==> src/rtl/out_fifo_write_arbiter.sv <==
// Write-port arbiter for the decompressor output byte FIFO: literal path vs copy-item engine.
// Copy bursts are locked until complete; literals and copy items alternate round-robin between items.
module out_fifo_write_arbiter #(
  parameter int COPY_MAX_LEN = 18,
  parameter int COPY_MIN_LEN = 3,
  parameter int LEN_WIDTH    = 5
) (
  input  logic                 clk,
  input  logic                 reset,
  input  logic                 lit_valid_in,
  input  logic [7:0]           lit_data_in,
  output logic                 lit_ready_out,
  input  logic                 copy_req_in,
  input  logic [LEN_WIDTH-1:0] copy_len_in,
  output logic                 copy_grant_out,
  input  logic                 copy_valid_in,
  input  logic [7:0]           copy_data_in,
  output logic                 copy_ready_out,
  output logic                 copy_done_out,
  output logic                 len_err_out,
  input  logic                 fifo_full_in,
  output logic                 fifo_wr_en_out,
  output logic [7:0]           fifo_data_out
);

  typedef enum logic {ST_IDLE, ST_COPY} state_t;
  typedef enum logic {PRI_LIT, PRI_COPY} pri_t;

  localparam logic [LEN_WIDTH-1:0] MIN_LEN = LEN_WIDTH'(COPY_MIN_LEN);
  localparam logic [LEN_WIDTH-1:0] MAX_LEN = LEN_WIDTH'(COPY_MAX_LEN);
  localparam logic [LEN_WIDTH-1:0] ONE     = LEN_WIDTH'(1);

  state_t               state_q, state_d;
  pri_t                 pri_q, pri_d;
  logic [LEN_WIDTH-1:0] rem_q, rem_d;
  logic                 grant_q, grant_d;
  logic                 done_q, done_d;
  logic                 err_q, err_d;

  logic copy_take;
  logic len_ok;
  logic lit_xfer;
  logic copy_xfer;

  assign len_ok = (copy_len_in >= MIN_LEN) && (copy_len_in <= MAX_LEN);

  always_comb begin
    state_d        = state_q;
    pri_d          = pri_q;
    rem_d          = rem_q;
    grant_d        = grant_q;
    done_d         = 1'b0;
    err_d          = 1'b0;
    copy_take      = 1'b0;
    lit_ready_out  = 1'b0;
    copy_ready_out = 1'b0;
    lit_xfer       = 1'b0;
    copy_xfer      = 1'b0;

    case (state_q)
      ST_IDLE: begin
        copy_take     = copy_req_in & ((pri_q == PRI_COPY) | ~lit_valid_in);
        // Readies are forced low while reset is held, even though state already reads IDLE.
        lit_ready_out = ~reset & ~fifo_full_in & ~copy_take;
        lit_xfer      = lit_valid_in & lit_ready_out;
        if (lit_xfer) pri_d = PRI_COPY;
        if (copy_take) begin
          if (len_ok) begin
            state_d = ST_COPY;
            rem_d   = copy_len_in;
            grant_d = 1'b1;
          end else begin
            err_d = 1'b1;
            pri_d = PRI_LIT;
          end
        end
      end
      ST_COPY: begin
        copy_ready_out = ~reset & ~fifo_full_in;
        copy_xfer      = copy_valid_in & copy_ready_out;
        if (copy_xfer && (rem_q != '0)) begin
          rem_d = rem_q - ONE;
          if (rem_q == ONE) begin
            state_d = ST_IDLE;
            grant_d = 1'b0;
            done_d  = 1'b1;
            pri_d   = PRI_LIT;
          end
        end
      end
      default: state_d = ST_IDLE;
    endcase
  end

  always_ff @(posedge clk or posedge reset) begin
    if (reset) begin
      state_q <= ST_IDLE;
      pri_q   <= PRI_LIT;
      rem_q   <= '0;
      grant_q <= 1'b0;
      done_q  <= 1'b0;
      err_q   <= 1'b0;
    end else begin
      state_q <= state_d;
      pri_q   <= pri_d;
      rem_q   <= rem_d;
      grant_q <= grant_d;
      done_q  <= done_d;
      err_q   <= err_d;
    end
  end

  assign copy_grant_out = grant_q;
  assign copy_done_out  = done_q;
  assign len_err_out    = err_q;
  assign fifo_wr_en_out = lit_xfer | copy_xfer;
  assign fifo_data_out  = (state_q == ST_COPY) ? copy_data_in : lit_data_in;

endmodule

==> config.mk <==
export PLATFORM = sky130hd
export DESIGN_NAME = out_fifo_write_arbiter
export DESIGN_NICKNAME = d
export VERILOG_FILES = /design/src/rtl/out_fifo_write_arbiter.sv
export SDC_FILE = /design/constraint.sdc
export NUM_CORES = 1
export LEC_CHECK = 0
export CORE_UTILIZATION = 38
export DETAILED_ROUTE_END_ITERATION = 16
export HOLD_SLACK_MARGIN = 0.03
export PLACE_DENSITY = 0.87
export SYNTH_ARGS = -nofsm -noshare
export SYNTH_HDL_FRONTEND = slang
export SYNTH_SLANG_ARGS = --single-unit
==> constraint.sdc <==
create_clock -name clk -period 2 [get_ports clk]
set_input_delay 0.3 -clock clk [delete_from_list [all_inputs] [get_ports clk]]
set_output_delay 0.3 -clock clk [all_outputs]
set_load 0.02 [all_outputs]
run_1/layer_met1.png
Bar = 10 µm. Supply wires on this layer in gray.
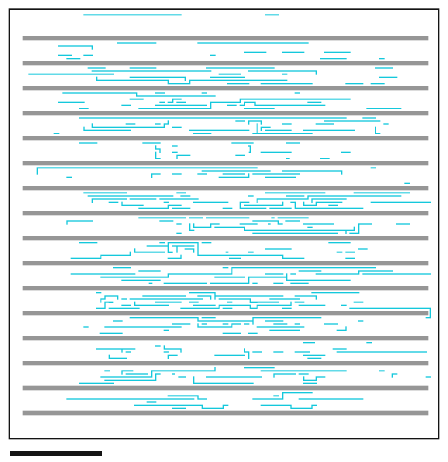
wire length on this layer = 1010 µm
longest straight run = 29.0 µm
nets with wire on the layer = 150
main direction = horizontal
share of all routed wire = 42%

run_1/layer_met2.png
Cells faint in the background.
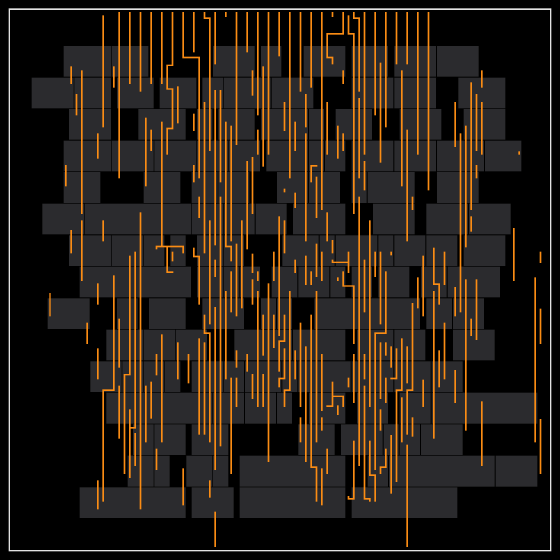
share of all routed wire = 51%
nets with wire on the layer = 155
longest straight run = 25.5 µm

run_1/layer_met3.png
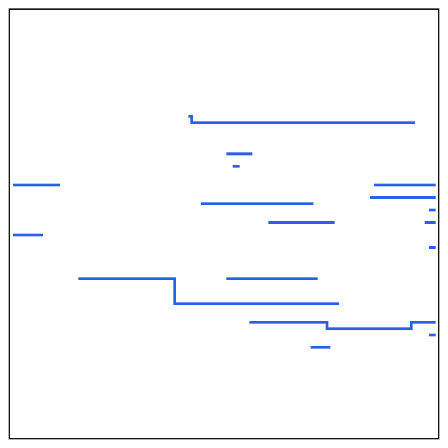
share of all routed wire = 5.6%
nets with wire on the layer = 15
wire length on this layer = 134 µm
main direction = horizontal
longest straight run = 24.1 µm

## run 1: layout make-up
cell class / count / share of cell area
inverters: 7 / 0.0203
clock buffers: 3 / 0.0174
flip-flops and latches: 10 / 0.194
multi-input cells: 63 / 0.361
repair buffers: 55 / 0.383
well taps: 25 / 0.0242
## run 1: power breakdown
part | switching, W | internal, W
registers | 0.0000772 | 0.000274
clock network | 0.0000726 | 0.0000699
logic | 0.000282 | 0.000313
## run 1: sequential cells by signal (all words and copies together) (netlist names)
name	count
pri_q	1
rem_q	5
len_err_out	1
copy_grant_out	1
copy_done_out	1
state_q	1
## run 1: Yosys cell counts, types with 4 or more instances
master,n
nand2_1,4
nor2_1,6
a21oi_1,6
nor3_1,4
inv_1,7
dfrtp_1,10
mux2_2,8
## run 1: cell families (layout without fill, tap and decap cells)
| family | count (synthesis) | count (layout) | share of synthesized area |
|---|---|---|---|
| buffers and inverters | 10 | 65 | 0.0497 |
| DFF | 10 | 10 | 0.331 |
| and+or+nand+nor | 27 | 27 | 0.209 |
| AOI/OAI and AO/OA | 24 | 24 | 0.235 |
| adders and majority gates | 2 | 2 | 0.0331 |
| muxes | 8 | 8 | 0.119 |
| xor gates and xnor gates | 2 | 2 | 0.0232 |
## run 1: worst register-to-register path, delay by kind of cell, from the launching register on
family | cells | cell delay [ns]
and+or+nand+nor | 2 | 0.71
adders and majority gates | 1 | 0.22
buffers and inverters | 1 | 0.10
AOI/OAI and AO/OA | 2 | 0.36
DFF | 1 | 0.38
## run 1: worst max-delay path by stage
stage,start,endpoint,cells after the start
after CTS,lit_valid_in,fifo_wr_en_out,6
after global placement,lit_valid_in,fifo_wr_en_out,6
final,rem_q[1],rem_q[2],6
after floorplan,rem_q[0],rem_q[2],6
after detailed placement,lit_valid_in,fifo_wr_en_out,6
after global routing,rem_q[1],rem_q[2],6
==> results.json, run 1 <==
{
  "met3_usage": 0.0784,
  "cellPowerDensity_nw_per_um2": 840,
  "drv_slew": 0,
  "portBuffers": 40,
  "crit_path_top_delay_cell": "or4b_4",
  "final.setup.tns_ns": 0,
  "cp_slowest_stage_delay_ns": 0.49,
  "syn_area_um2": 756,
  "path_delay_family": "simple AND/OR/NAND/NOR gates",
  "reg2regPathDepth": 6,
  "wl_met2_um": 1220,
  "syn_inst": 83,
  "worstPathMaxFanout": 5,
  "edf_count": 0,
  "p_leak_nw": 0.569,
  "wl_met3_um": 133,
  "met2_usage": 0.417,
  "die_x_um": 46.6,
  "ys_cells": 83,
  "gp_congestion": 0.916,
  "r2r-end": "rem_q[2]",
  "setup_viol": 0,
  "wl_met1_um": 1010,
  "max-vdd-ir-drop_v": 0.000602,
  "final_cells": 163,
  "clk_path_buf_depth": 2,
  "crit_type": "reg2reg",
  "vias": 874,
  "placed_cell_area_um2": 1290,
  "cts_setup_buffers": 0,
  "ant_nets": 0,
  "rr_startpoint": "rem_q[1]",
  "seqCellArea_um2": 251,
  "fillers": 141,
  "clk_pin_slew_worst_paths_ns": 0.06,
  "utilization": 0.719,
  "grt_pass1_vias": 863,
  "rsz0062_at_grt": "false",
  "cap_violations": 0,
  "cts_root_buffer": "clkbuf_4",
  "holdBufCountCts": 0,
  "slew_headroom": 0.660,
  "fp.dieH_um": 46.6,
  "ys_types": 35,
  "crit_chain": "inv_1, ha_1, or4b_4, and3b_4, a221oi_1, a311oi_1",
  "status": "finished clean",
  "layout_top_cell": "clkdlybuf4s50_1",
  "worst_slew_pin_slew_ns": 0.507,
  "min_period_over_period": 0.948,
  "fmax_ghz": 0.527,
  "grt_use_met1": 0.294,
  "startpoint_type": "register",
  "highest_layer": "met4",
  "drc": 0,
  "postSynth.asyncResetShare": 1.00,
  "crit_required_ns": 2.15,
  "end_kind": "register",
  "antenna_found_initial": 0,
  "fp.coreArea_um2": 1800,
  "critPathBufInv": 1,
  "rrSetupSlack_ns": 0.10,
  "clock_sinks": 10,
  "synthDominantCellAreaShare": 0.331,
  "syn2layout_area_growth_pct": 71.4,
  "hold_path.class": "in2async",
  "chipArea_um2": 2170,
  "finalClockSkew_ns": 0.00418,
  "warnings": 27,
  "synthesis.nets": 112,
  "dp.final_hpwl_um": 1960,
  "dpl_worst_slack_ns": -0.236,
  "post-route-min-period_ns": 1.90,
  "grt.busiest_layer": "met2",
  "diodes": 0,
  "final-hold-violation-count": 0,
  "grt.total_usage": 0.255,
  "grt_pass1_wl_um": 3710,
  "drt_first_pass_iters": 5,
  "yosys_area_um2": 756,
  "p_total_w": 0.00109,
  "holdWs_ns": 0.472,
  "final_nets": 169,
  "arrival_ns": 2.05
}
==> run 2, diff against run 1 <==
--- a/config.mk
+++ b/config.mk
@@ -5,6 +5,8 @@
 export SDC_FILE = /design/constraint.sdc
 export NUM_CORES = 1
 export LEC_CHECK = 0
+export ABC_AREA = 0
+export CAP_MARGIN = 20
 export CORE_UTILIZATION = 38
 export DETAILED_ROUTE_END_ITERATION = 16
 export HOLD_SLACK_MARGIN = 0.03
run_2/layer_met2.png
Cells faint in the background.
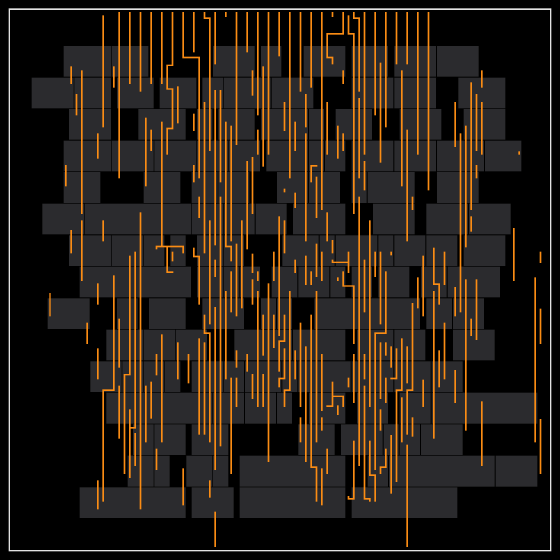
wire length on this layer = 1220 µm
main direction = vertical
nets with wire on the layer = 155
share of all routed wire = 51%

==> run 2 against run 1 <==
  * Sequential power about the same
  * Via count stayed put
  * Register-to-register slack hardly changed
  * Largest cell class unchanged
  * Sequential cell count unchanged
  * Global-route usage did not move
  * Setup slack stayed put
  * Worst hold slack is the same
  * Cell area unchanged
  * Critical path depth stayed put
==> results.json, run 2 <==
{
  "status": "finished clean",
  "antenna_found_initial": 0,
  "final-hold-violation-count": 0,
  "common_cells": "10 x dfrtp_1, 8 x mux2_2, 7 x inv_1",
  "synthesis.nets": 112,
  "finalClockSkew_ns": 0.00418,
  "startpoint_type": "register",
  "drc": 0,
  "fp.dieH_um": 46.6,
  "ys_cells": 83,
  "fillers": 141,
  "fmax_ghz": 0.527,
  "crit_type": "reg2reg",
  "drt_first_pass_iters": 5,
  "switchingPower_w": 0.000431,
  "seqCellArea_um2": 251,
  "largest_register": "rem_q",
  "rrSetupSlack_ns": 0.10,
  "switching_share": 0.396,
  "hold_path.class": "in2async",
  "cap_violations": 0,
  "grt.busiest_layer": "met2",
  "drv_slew": 0,
  "crit_required_ns": 2.15,
  "crit_path_top_delay_cell": "or4b_4",
  "utilization": 0.719,
  "synthDominantCellAreaShare": 0.331,
  "max-vdd-ir-drop_v": 0.000602,
  "final_cells": 163,
  "grt_use_met1": 0.294,
  "vias": 874,
  "wl_met1_um": 1010,
  "portBuffers": 40,
  "worstPathMaxFanout": 5,
  "met2_usage": 0.417,
  "arrival_ns": 2.05,
  "largest_reg_flops": 5,
  "p_comb_frac": 0.546,
  "gp_congestion": 0.916,
  "grt_pass1_vias": 863,
  "clock_sinks": 10,
  "p_int_w": 0.000657,
  "grt.total_usage": 0.255,
  "clk_pin_slew_worst_paths_ns": 0.06,
  "chipArea_um2": 2170,
  "holdBufCountCts": 0,
  "cp_slowest_stage_delay_ns": 0.49,
  "yosys_area_um2": 756,
  "wl_met3_um": 133,
  "dp.final_hpwl_um": 1960,
  "diodes": 0,
  "ant_nets": 0,
  "final_nets": 169,
  "clk_path_buf_depth": 2,
  "seq_power_share": 0.323,
  "min_period_over_period": 0.948,
  "grt_pass1_wl_um": 3710,
  "syn2layout_area_growth_pct": 71.4,
  "met3_usage": 0.0784,
  "postSynth.asyncResetShare": 1.00,
  "highest_layer": "met4",
  "post-route-min-period_ns": 1.90,
  "critPathBufInv": 1
}
## run 2: final timing paths
| check | startpoint | endpoint | cells past startpoint |
|---|---|---|---|
| setup reg to reg | rem_q[1] | rem_q[2] | 6 |
| max in group asynchronous | reset | state_q | 3 |
| hold / removal | reset | rem_q[0] | 3 |
| min in group clk | rem_q[3] | rem_q[3] | 1 |
| hold reg to reg | rem_q[3] | rem_q[3] | 1 |
| setup / recovery | rem_q[1] | rem_q[2] | 6 |
## run 2: repair_timing
| item | CTS | global route |
|---|---|---|
| buffers inserted | 0 | 0 |
| gates cloned | 0 | 0 |
| endpoints found under the setup margin | 11 | 1 |
| pin swaps | 0 | 0 |
| gates resized | 12 | 3 |
## run 2: metrics by stage
stage | setup TNS [ns] | power (W) | area (µm²)
after global placement | -0.222 | 0.000948 | 1290
after floorplan | 0 | 0.000692 | 756
after detailed placement | -0.379 | 0.000967 | 1290
final | 0 | 0.00109 | 1290
after global routing | 0 | 0.00117 | 1290
after CTS | 0 | 0.00109 | 1300
## run 2: cell families after synthesis
group,synth area share
and+or+nand+nor,0.209
AOI/OAI and AO/OA,0.235
buffers and inverters,0.0497
DFF,0.331
muxes,0.119
xor gates and xnor gates,0.0232
adders and majority gates,0.0331
## run 2: layout make-up
cell class / count / share of cell area
timing repair buffer: 55 / 0.383
multi-input combinational: 63 / 0.361
sequential: 10 / 0.194
tap: 25 / 0.0242
inverter: 7 / 0.0203
clock buffer: 3 / 0.0174
## run 2: power groups by stage
stage / combinational, W / clock (W) / sequential, W
floorplan: 0.000347 / 0 / 0.000344
finish: 0.000594 / 0.000142 / 0.000351
detailed placement: 0.000615 / 0 / 0.000352
global route: 0.000647 / 0.000160 / 0.000363
CTS: 0.000592 / 0.000146 / 0.000350
global placement: 0.000598 / 0 / 0.000350
run_2/metal_density.png
The die is cut into 9 by 9 equal tiles; dark blue is low, red is high, scaled to the fullest tile. Values are wire area over tile area, all layers added.
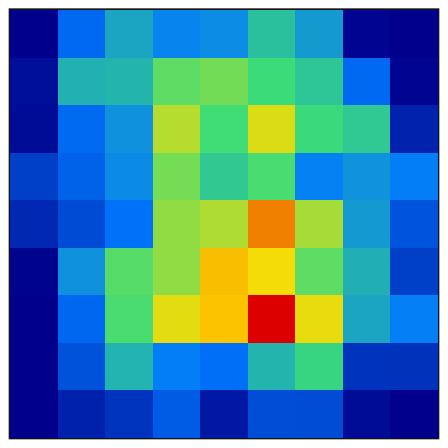

==> run 3, diff against run 2 <==
--- a/config.mk
+++ b/config.mk
@@ -7,10 +7,12 @@
 export LEC_CHECK = 0
 export ABC_AREA = 0
 export CAP_MARGIN = 20
-export CORE_UTILIZATION = 38
+export CORE_ASPECT_RATIO = 0.7
+export CORE_UTILIZATION = 40
+export CTS_BUF_LIST = sky130_fd_sc_hd__clkbuf_8
 export DETAILED_ROUTE_END_ITERATION = 16
 export HOLD_SLACK_MARGIN = 0.03
-export PLACE_DENSITY = 0.87
+export PLACE_DENSITY = 0.9
 export SYNTH_ARGS = -nofsm -noshare
 export SYNTH_HDL_FRONTEND = slang
 export SYNTH_SLANG_ARGS = --single-unit
run_3/metal_density.png
The die is cut into 11 by 8 equal tiles; dark blue is low, red is high, scaled to the fullest tile. Values are wire area over tile area, all layers added.
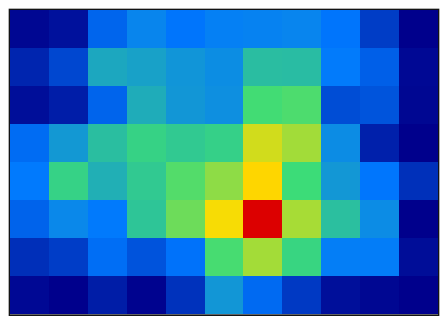
mean over tiles = 0.23
nearly empty tiles = 13%
tiles over half the peak = 16%
densest ninth of the die = center
emptiest ninth of the die = lower left

==> run 3 against run 2 <==
  * Sequential share of layout area down 0.73 points
  * Combinational power up 12%
  * Final cell count down 1.2%
  * Setup slack worse by 0.044 ns
  * Worst hold slack better by 0.057 ns
  * Maximum frequency down 2.3%
  * Register-to-register slack worse by 0.04 ns
  * Clock power up 79%
  * Critical endpoint unchanged
  * Largest cell class unchanged
==> results.json, run 3 <==
{
  "status": "finished clean",
  "diodes": 0,
  "cap_violations": 0,
  "holdBufCountCts": 0,
  "vias": 946,
  "fillers": 115,
  "grt_use_met1": 0.369,
  "largest_register": "rem_q",
  "ys_cells": 83,
  "synth.most_common_cell": "dfrtp_1",
  "synth-simple-area-share": 0.209,
  "ys_sh_adder": 0.0331,
  "ys_types": 35,
  "largest_reg_flops": 5,
  "post-route-min-period_ns": 1.94,
  "arrival_ns": 2.05,
  "postSynth.asyncResetShare": 1.00,
  "finish.instance_area_um2": 1340,
  "finalClockSkew_ns": 0.00271,
  "fmax_ghz": 0.515,
  "holdWs_ns": 0.529,
  "placed_cell_area_um2": 1290,
  "synthDominantCellAreaShare": 0.331,
  "met2_usage": 0.491,
  "fp.coreArea_um2": 1680,
  "grt_pass1_wl_um": 4230,
  "p_leak_nw": 0.600,
  "slew_headroom": 0.671,
  "final.setup.tns_ns": 0,
  "edf_count": 0,
  "mux_area_frac": 0.119,
  "final_nets": 170,
  "ys_sh_xor": 0.0232,
  "cellPowerDensity_nw_per_um2": 942,
  "worst_slew_pin_slew_ns": 0.490,
  "min_period_over_period": 0.971,
  "syn_area_um2": 756,
  "yosys_area_um2": 756,
  "clock_sinks": 10,
  "p_total_w": 0.00126,
  "chipArea_um2": 2070,
  "fp.dieH_um": 38.4,
  "gp_congestion": 0.882,
  "logic_family": "AND-OR/OR-AND gates",
  "worstPathMaxFanout": 5,
  "utilization": 0.796,
  "synthAoiAreaFrac": 0.235,
  "final_cells": 161,
  "rrSetupSlack_ns": 0.06
}
==> run 3: cell counts after synthesis <==
No cell type changed its count.
==> run 3: cells by family after synthesis <==
family | count (synthesis)
simple gates | 27
compound gates | 24
buf+inv | 10
flops | 10
mux | 8
xor+xnor | 2
fa+ha+maj | 2
==> run 3: where the power goes <==
part / internal (W) / switching [W] / total (W)
sequential: 0.000274 / 0.0000689 / 0.000343
combinational: 0.000331 / 0.000333 / 0.000664
clock: 0.000173 / 0.0000809 / 0.000254
==> run 3: worst paths after layout <==
path / cells after the start / start / to
worst max-delay path: 6 / rem_q[1] / rem_q[2]
max in group asynchronous: 3 / reset / rem_q[0]
worst min register to register: 1 / rem_q[3] / rem_q[3]
worst min-delay path: 3 / reset / rem_q[4]
min in group clk: 1 / rem_q[3] / rem_q[3]
worst max register to register: 6 / rem_q[1] / rem_q[2]
==> run 3: final cells by class <==
class / count / area (µm²) / share of cell area
inverters: 7 / 26.3 / 0.0196
multi-input cells: 63 / 470 / 0.351
flip-flops and latches: 10 / 250 / 0.187
repair buffers: 56 / 510 / 0.381
well taps: 21 / 26.3 / 0.0196
clock buffers: 4 / 55.1 / 0.0411
==> run 3: timing repair <==
action / CTS / global route
gates resized: 10 / 2
hold endpoints to repair: 0 / 0
setup endpoints to repair: 10 / 3
==> run 3: critical path: stages (launching register included) <==
cell,delay [ns]
dfrtp_1,0.37
inv_1,0.10
ha_2,0.23
or4b_4,0.50
and3b_4,0.22
a221oi_1,0.31
a311oi_1,0.08
==> run 3: routing by layer <==
metal	wire length (µm)	vias up
li1	-	429
met2	1390	63
met5	0	-
met1	1180	442
met4	91	0
met3	249	12
Power and IR drop assume default switching activity.
